`src/rtl/sonar_scan_sched.sv`:
```
// sonar_scan_sched: round-robin HC-SR04 scheduler; fires one sensor, times its echo, reports centimetres.
// Latency: enable in IDLE -> trig 1 cycle; echo fall at pin -> dist_valid 3 cycles (2 sync stages + report).
// Backpressure: none; each report is a one-cycle strobe, data held until the next report.
//
// Ports:
//   clk_50m, rst_n      50 MHz clock, asynchronous active-low reset
//   enable              level, keep scanning while high
//   echo[NUM_SENS]      raw echo pins, asynchronous to clk_50m
//   trig[NUM_SENS]      trigger pins, at most one high at a time
//   dist_cm, dist_id    distance (16'hFFFF on timeout) and sensor index of the last report
//   dist_valid          one-cycle strobe marking a new report
//   timeout             qualifies dist_valid: 1 = no valid echo
//   busy                high whenever the scheduler is not idle
module sonar_scan_sched #(
   parameter  int NUM_SENS         = 4,
   parameter  int TRIG_CYC         = 500,
   parameter  int ECHO_TIMEOUT_CYC = 1500000,
   parameter  int CYC_PER_CM       = 2900,
   parameter  int GUARD_CYC        = 3000000,
   localparam int IDW              = (NUM_SENS > 2) ? $clog2(NUM_SENS) : 1
) (
   input  logic                clk_50m,
   input  logic                rst_n,
   input  logic                enable,
   input  logic [NUM_SENS-1:0] echo,
   output logic [NUM_SENS-1:0] trig,
   output logic [15:0]         dist_cm,
   output logic [IDW-1:0]      dist_id,
   output logic                dist_valid,
   output logic                timeout,
   output logic                busy
);

   // TRIG and GUARD never overlap, so they share one phase counter.
   localparam int PH_MAX = (TRIG_CYC > GUARD_CYC) ? TRIG_CYC : GUARD_CYC;
   localparam int PH_W   = $clog2(PH_MAX + 1);
   localparam int TMO_W  = $clog2(ECHO_TIMEOUT_CYC + 1);
   localparam int SUB_W  = (CYC_PER_CM > 1) ? $clog2(CYC_PER_CM) : 1;

   localparam logic [PH_W-1:0]  TRIG_LAST  = PH_W'(TRIG_CYC - 1);
   localparam logic [PH_W-1:0]  GUARD_LAST = PH_W'(GUARD_CYC - 1);
   localparam logic [TMO_W-1:0] TMO_LAST   = TMO_W'(ECHO_TIMEOUT_CYC - 1);
   localparam logic [SUB_W-1:0] SUB_LAST   = SUB_W'(CYC_PER_CM - 1);
   localparam logic [15:0]      CM_SAT     = 16'hFFFE;
   localparam logic [15:0]      CM_NONE    = 16'hFFFF;
   localparam logic [IDW-1:0]   PTR_LAST   = IDW'(NUM_SENS - 1);

   typedef enum logic [2:0] {
      S_IDLE,
      S_TRIG,
      S_WAIT_RISE,
      S_MEASURE,
      S_REPORT,
      S_GUARD
   } state_t;

   state_t              state;
   state_t              state_nxt;
   logic                rpt_tmo;

   logic [NUM_SENS-1:0] echo_s1;
   logic [NUM_SENS-1:0] echo_s2;
   logic                echo_cur;
   logic                echo_d;
   logic                echo_rise;

   logic [IDW-1:0]      ptr;
   logic [NUM_SENS-1:0] ptr_onehot;
   logic [PH_W-1:0]     ph_cnt;
   logic [TMO_W-1:0]    tmo_cnt;
   logic [SUB_W-1:0]    sub_cnt;
   logic [15:0]         cm_cnt;

   logic                trig_done;
   logic                guard_done;
   logic                tmo_hit;
   logic                count_en;
   logic [SUB_W-1:0]    sub_base;
   logic [SUB_W-1:0]    sub_inc;
   logic [15:0]         cm_base;
   logic [15:0]         cm_inc;

   // Two-stage synchroniser on every echo line; only the selected bit is used.
   always_ff @(posedge clk_50m or negedge rst_n) begin
      if (!rst_n) begin
         echo_s1 <= '0;
         echo_s2 <= '0;
         echo_d  <= 1'b0;
      end else begin
         echo_s1 <= echo;
         echo_s2 <= echo_s1;
         echo_d  <= echo_cur;
      end
   end

   // echo_d follows the selected sensor through TRIG, so a line that is
   // already high when WAIT_RISE starts does not look like a rising edge.
   assign echo_cur  = echo_s2[ptr];
   assign echo_rise = echo_cur & ~echo_d;

   assign trig_done  = (ph_cnt == TRIG_LAST);
   assign guard_done = (ph_cnt == GUARD_LAST);
   assign tmo_hit    = (tmo_cnt == TMO_LAST);

   always_comb begin
      ptr_onehot      = '0;
      ptr_onehot[ptr] = 1'b1;
   end

   // FSM state register.
   always_ff @(posedge clk_50m or negedge rst_n) begin
      if (!rst_n) begin
         state <= S_IDLE;
      end else begin
         state <= state_nxt;
      end
   end

   // FSM next state; the timeout is tested first so it wins over a
   // simultaneous echo fall or rise.
   always_comb begin
      state_nxt = state;
      rpt_tmo   = 1'b0;
      case (state)
         S_IDLE: begin
            if (enable) begin
               state_nxt = S_TRIG;
            end
         end
         S_TRIG: begin
            if (trig_done) begin
               state_nxt = S_WAIT_RISE;
            end
         end
         S_WAIT_RISE: begin
            if (tmo_hit) begin
               state_nxt = S_REPORT;
               rpt_tmo   = 1'b1;
            end else if (echo_rise) begin
               state_nxt = S_MEASURE;
            end
         end
         S_MEASURE: begin
            if (tmo_hit) begin
               state_nxt = S_REPORT;
               rpt_tmo   = 1'b1;
            end else if (!echo_cur) begin
               state_nxt = S_REPORT;
            end
         end
         S_REPORT: begin
            state_nxt = S_GUARD;
         end
         S_GUARD: begin
            if (guard_done) begin
               state_nxt = enable ? S_TRIG : S_IDLE;
            end
         end
         default: begin
            state_nxt = S_IDLE;
         end
      endcase
   end

   // Width accumulator step. The rising-edge cycle is itself a high cycle,
   // so it is counted on top of freshly cleared counters.
   always_comb begin
      sub_base = (state == S_WAIT_RISE) ? '0 : sub_cnt;
      cm_base  = (state == S_WAIT_RISE) ? '0 : cm_cnt;
      if (sub_base == SUB_LAST) begin
         sub_inc = '0;
         cm_inc  = (cm_base == CM_SAT) ? cm_base : cm_base + 16'd1;
      end else begin
         sub_inc = sub_base + SUB_W'(1);
         cm_inc  = cm_base;
      end
   end

   assign count_en = ((state == S_WAIT_RISE) && echo_rise && !tmo_hit) ||
                     ((state == S_MEASURE) && echo_cur && !tmo_hit);

   // Counters and sensor pointer.
   always_ff @(posedge clk_50m or negedge rst_n) begin
      if (!rst_n) begin
         ph_cnt  <= '0;
         tmo_cnt <= '0;
         sub_cnt <= '0;
         cm_cnt  <= '0;
         ptr     <= '0;
      end else begin
         if ((state == S_TRIG && !trig_done) || (state == S_GUARD && !guard_done)) begin
            ph_cnt <= ph_cnt + PH_W'(1);
         end else begin
            ph_cnt <= '0;
         end

         // Leaves WAIT_RISE/MEASURE at TMO_LAST, so it never exceeds
         // ECHO_TIMEOUT_CYC; cleared everywhere else, including TRIG.
         if (state == S_WAIT_RISE || state == S_MEASURE) begin
            tmo_cnt <= tmo_cnt + TMO_W'(1);
         end else begin
            tmo_cnt <= '0;
         end

         if (count_en) begin
            sub_cnt <= sub_inc;
            cm_cnt  <= cm_inc;
         end

         // Pointer advances as GUARD is entered.
         if (state == S_REPORT) begin
            ptr <= (ptr == PTR_LAST) ? '0 : ptr + IDW'(1);
         end
      end
   end

   // Registered pin and report outputs.
   always_ff @(posedge clk_50m or negedge rst_n) begin
      if (!rst_n) begin
         trig    <= '0;
         dist_cm <= '0;
         dist_id <= '0;
         timeout <= 1'b0;
      end else begin
         trig <= (state_nxt == S_TRIG) ? ptr_onehot : '0;
         if (state_nxt == S_REPORT && state != S_REPORT) begin
            dist_id <= ptr;
            timeout <= rpt_tmo;
            dist_cm <= rpt_tmo ? CM_NONE : cm_cnt;
         end
      end
   end

   assign dist_valid = (state == S_REPORT);
   assign busy       = (state != S_IDLE);

endmodule

```
`config.mk`:
```
export PLATFORM = sky130hd
export DESIGN_NAME = sonar_scan_sched
export DESIGN_NICKNAME = d
export VERILOG_FILES = /design/src/rtl/sonar_scan_sched.sv
export SDC_FILE = /design/constraint.sdc
export NUM_CORES = 1
export LEC_CHECK = 0
export ABC_CLOCK_PERIOD_IN_PS = 5150
export CAP_MARGIN = 20
export CORE_MARGIN = 4
export CORE_UTILIZATION = 58
export CTS_CLUSTER_DIAMETER = 100
export DETAILED_ROUTE_END_ITERATION = 12
export HOLD_SLACK_MARGIN = 0.02
export PLACE_DENSITY = 0.86
export RECOVER_POWER = 50
export SETUP_SLACK_MARGIN = 0.2
export SYNTH_ARGS = -nofsm -noshare
export SYNTH_HDL_FRONTEND = slang
export SYNTH_SLANG_ARGS = --single-unit
export TNS_END_PERCENT = 10
```
`constraint.sdc`:
```
create_clock -name clk_50m -period 5.15 [get_ports clk_50m]
set_clock_uncertainty 0.05 [all_clocks]
set_input_delay 0.7725 -clock clk_50m [delete_from_list [all_inputs] [get_ports clk_50m]]
set_output_delay 0.7725 -clock clk_50m [all_outputs]
set_load 0.03 [all_outputs]
```
==> results.toml <==
# synthesis and place-and-route metrics
[run_status]
status = "finished with violations"
violations = "capacitance limit, slew limit"

[logic_synthesis]
ys_warn_count = 0
yosys_area_um2 = 5379
netlist.area_leader.share_pct = 50.24
yosys_most_used_dff = "dfrtp_1"
ys_types = 58
topCellsByArea = "dfrtp_1, xnor2_1, nor2_1, nand2_1, o22a_1"
syn_inst = 521
fp_nets = 537
ys_seq_share_pct = 50.24
syn_area_per_cell_um2 = 10.32
async_flop_share_pct = 100.0
synth-edff-count = 0

[route]
drt-total-wl_um = 10440
ant_nets = 0
drt_iter0_drc = 273
route.vias.total = 4035
wl_per_cell_um = 15.89
routed_via_density = 6.142
drc = 0

[finish]
diodes = 0
fin_area_um2 = 5933
top_register = "ph_cnt"
drive_above_1_share_pct = 7.832
fin_nets = 561
largest_registers = "ph_cnt x22, tmo_cnt x21"

[power_and_ir_drop]
pwr.group.clock_uw = 499
p_sw_share_pct = 21.19
p_int_uw = 1081
pg_seq_uw = 852
leakage_uw = 0.002442
peakVddDrop_v = 0.0001451
total_power_uw = 1372
comb_power_share_pct = 1.5
p_comb_uw = 21.1
p_clk_share_pct = 36.4
p_sw_uw = 290.6

[clocking]
tritoncts = "yes"
ctsHtreeMaxLevel = 3
clk_pin_slew_ns = 0.10
root_buffer = "clkbuf_8"
clock-sinks = 108
cts_buffer_depth = 2

[final_timing]
hold_violations = 0
final.period_utilization_pct = 60.55
rsz0062_at_grt = "no"
setup_tns_ns = 0
layout_setup_ws_ns = 2.032
worst_pin_slew_ns = 2.209
fmax_mhz = 320.7
maxSlewViolCount = 44

[critical_path]
critPathTopFamily = "simple AND/OR/NAND/NOR gates"
cp_data_required_time_ns = 5.37
worstPathArrival_ns = 3.33
path_class = "reg2reg"
reg2reg_slack_ns = 2.03
end_kind = "flop"
crit_chain = "or3b_1 -> and2_1 -> ha_1 -> nand3b_1 -> nor4_4 -> o21ai_2 -> a211o_1 -> a22o_1"
crit_buf_inv = 0

[floorplanning]
fp.dieH_um = 104.3
die_x_um = 104.3
die_area_um2 = 10880
rows = 34

[flow_run]
maxCapViolations = 1
openroad.warnings = 30

[grt]
overflow = 0
grt_pass1_vias = 3906
grt_pass1_wl_um = 18340
grt.total_usage_pct = 20.12
grt_antenna_before_repair = 0
grt_max_degree = 67

[placed_design]
place_congestion = 0.8486
==> through the flow <==
step	util, %	cells	hold WS, ns
6_report	66.73	657	0.3051
5_1_grt	66.73	657	0.3262
2_1_floorplan	-	521	0.2812
3_5_place_dp	64.57	641	0.2847
3_3_place_gp	64.57	641	0.2838
4_1_cts	66.69	656	0.3063
==> worst paths after layout <==
check / depth (start not counted) / to / start
setup / recovery: 8 / cm_cnt[1]$_DFFE_PN0P_ / state[1]$_DFF_PN0_
hold reg to reg: 0 / echo_s2[1]$_DFF_PN0_ / echo_s1[1]$_DFF_PN0_
min in group asynchronous: 1 / dist_cm[13]$_DFFE_PN0P_ / rst_n
max in group asynchronous: 2 / ph_cnt[16]$_DFF_PN0_ / rst_n
hold / removal: 0 / echo_s2[1]$_DFF_PN0_ / echo_s1[1]$_DFF_PN0_
setup reg to reg: 8 / cm_cnt[1]$_DFFE_PN0P_ / state[1]$_DFF_PN0_
==> placed cells by master (no fill, tap or decap), types with 3 or more instances in the layout <==
cell type	netlist	final
a211o_1	7	7
a211oi_1	6	6
a21o_1	3	3
a21oi_1	11	11
and2_1	4	3
and3_1	9	9
buf_4	3	6
clkbuf_8	0	9
clkdlybuf4s50_1	0	26
dfrtp_1	108	108
dlygate4sd3_1	0	4
ha_1	9	9
inv_1	18	18
mux2_2	3	3
nand2_1	45	45
nand2b_1	3	3
nand3_1	27	27
nand4_1	15	15
nor2_1	52	52
nor2b_1	4	4
nor3_1	15	15
nor3b_1	3	3
nor4_1	16	16
nor4_2	5	5
nor4_4	4	4
o21a_1	3	3
o21ai_0	10	10
o22a_1	17	17
o31ai_1	7	7
or3_1	11	11
or4_1	5	5
xnor2_1	36	36
xor2_1	13	13
==> synthesized netlist by cell type, types with 4 or more instances <==
cell      instances
ha_1              9
nand4_1          15
a211oi_1          6
inv_1            18
a211o_1           7
or3_1            11
xor2_1           13
nand2_1          45
o31ai_1           7
nor4_4            4
buf_2             8
nor3_1           15
nand3_1          27
dfrtp_1         108
nor2_1           52
nor2b_1           4
and3_1            9
nor4_2            5
xnor2_1          36
and2_1            4
clkbuf_1         12
nor4_1           16
o22a_1           17
o21ai_0          10
or4_1             5
a21oi_1          11
==> worst reg2reg max path, delay by kind of cell (launching register included) <==
family / cells / cell delay, ns
fa+ha+maj: 1 / 0.25
simple gates: 4 / 1.31
flops: 1 / 0.48
compound gates: 3 / 0.93
==> kinds of logic after synthesis <==
kind of cell / count (synthesis) / share of synthesized area, %
compound gates: 74 / 10.12
xor+xnor: 49 / 7.979
fa+ha+maj: 9 / 2.094
buf+inv: 42 / 3.466
flops: 108 / 50.24
mux: 4 / 1.047
simple gates: 235 / 25.05
==> final cells by class <==
cell class | instances | area, µm² | area share [%]
well taps | 108 | 135.1 | 2.278
clock buffers | 10 | 127.6 | 2.151
inverters | 18 | 67.56 | 1.139
repair buffers | 37 | 349.1 | 5.884
multi-input cells | 371 | 2490 | 41.97
flip-flops and latches | 108 | 2703 | 45.55
clock inverters | 5 | 61.31 | 1.033
==> per-layer routing <==
layer	global-route usage (%)	routed length [µm]
met2	33.90	5285
met1	26.13	4570
met3	3.290	383
met4	7.597	204
met5	0	0
### Met1 routing

Scale bar: 20 µm. Supply wires on this layer in gray.
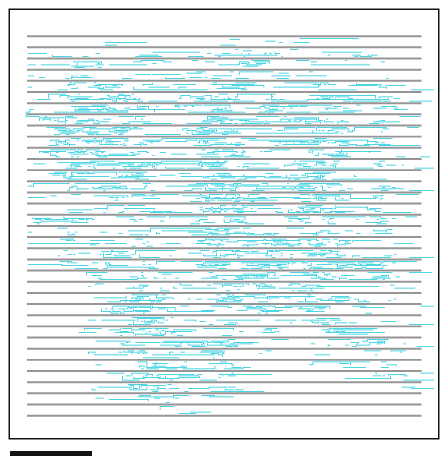
main direction: horizontal
wire length on this layer: 4570 µm
share of all routed wire: 44%

### Met2 routing

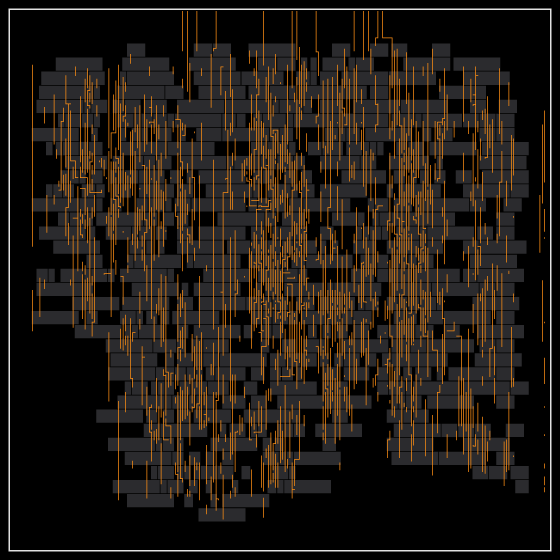
wire length on this layer: 5290 µm
longest straight run: 35.0 µm
nets with wire on the layer: 479
share of all routed wire: 51%
main direction: vertical

### Metal 3

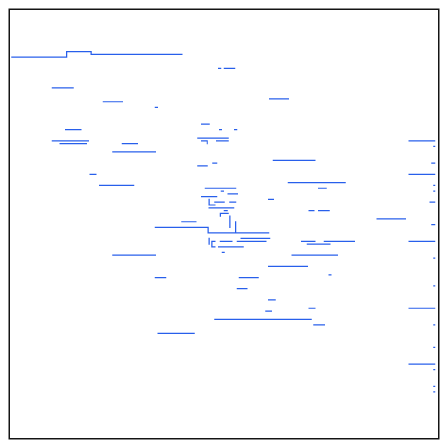
nets with wire on the layer: 62
main direction: horizontal
share of all routed wire: 3.7%
longest straight run: 23.5 µm

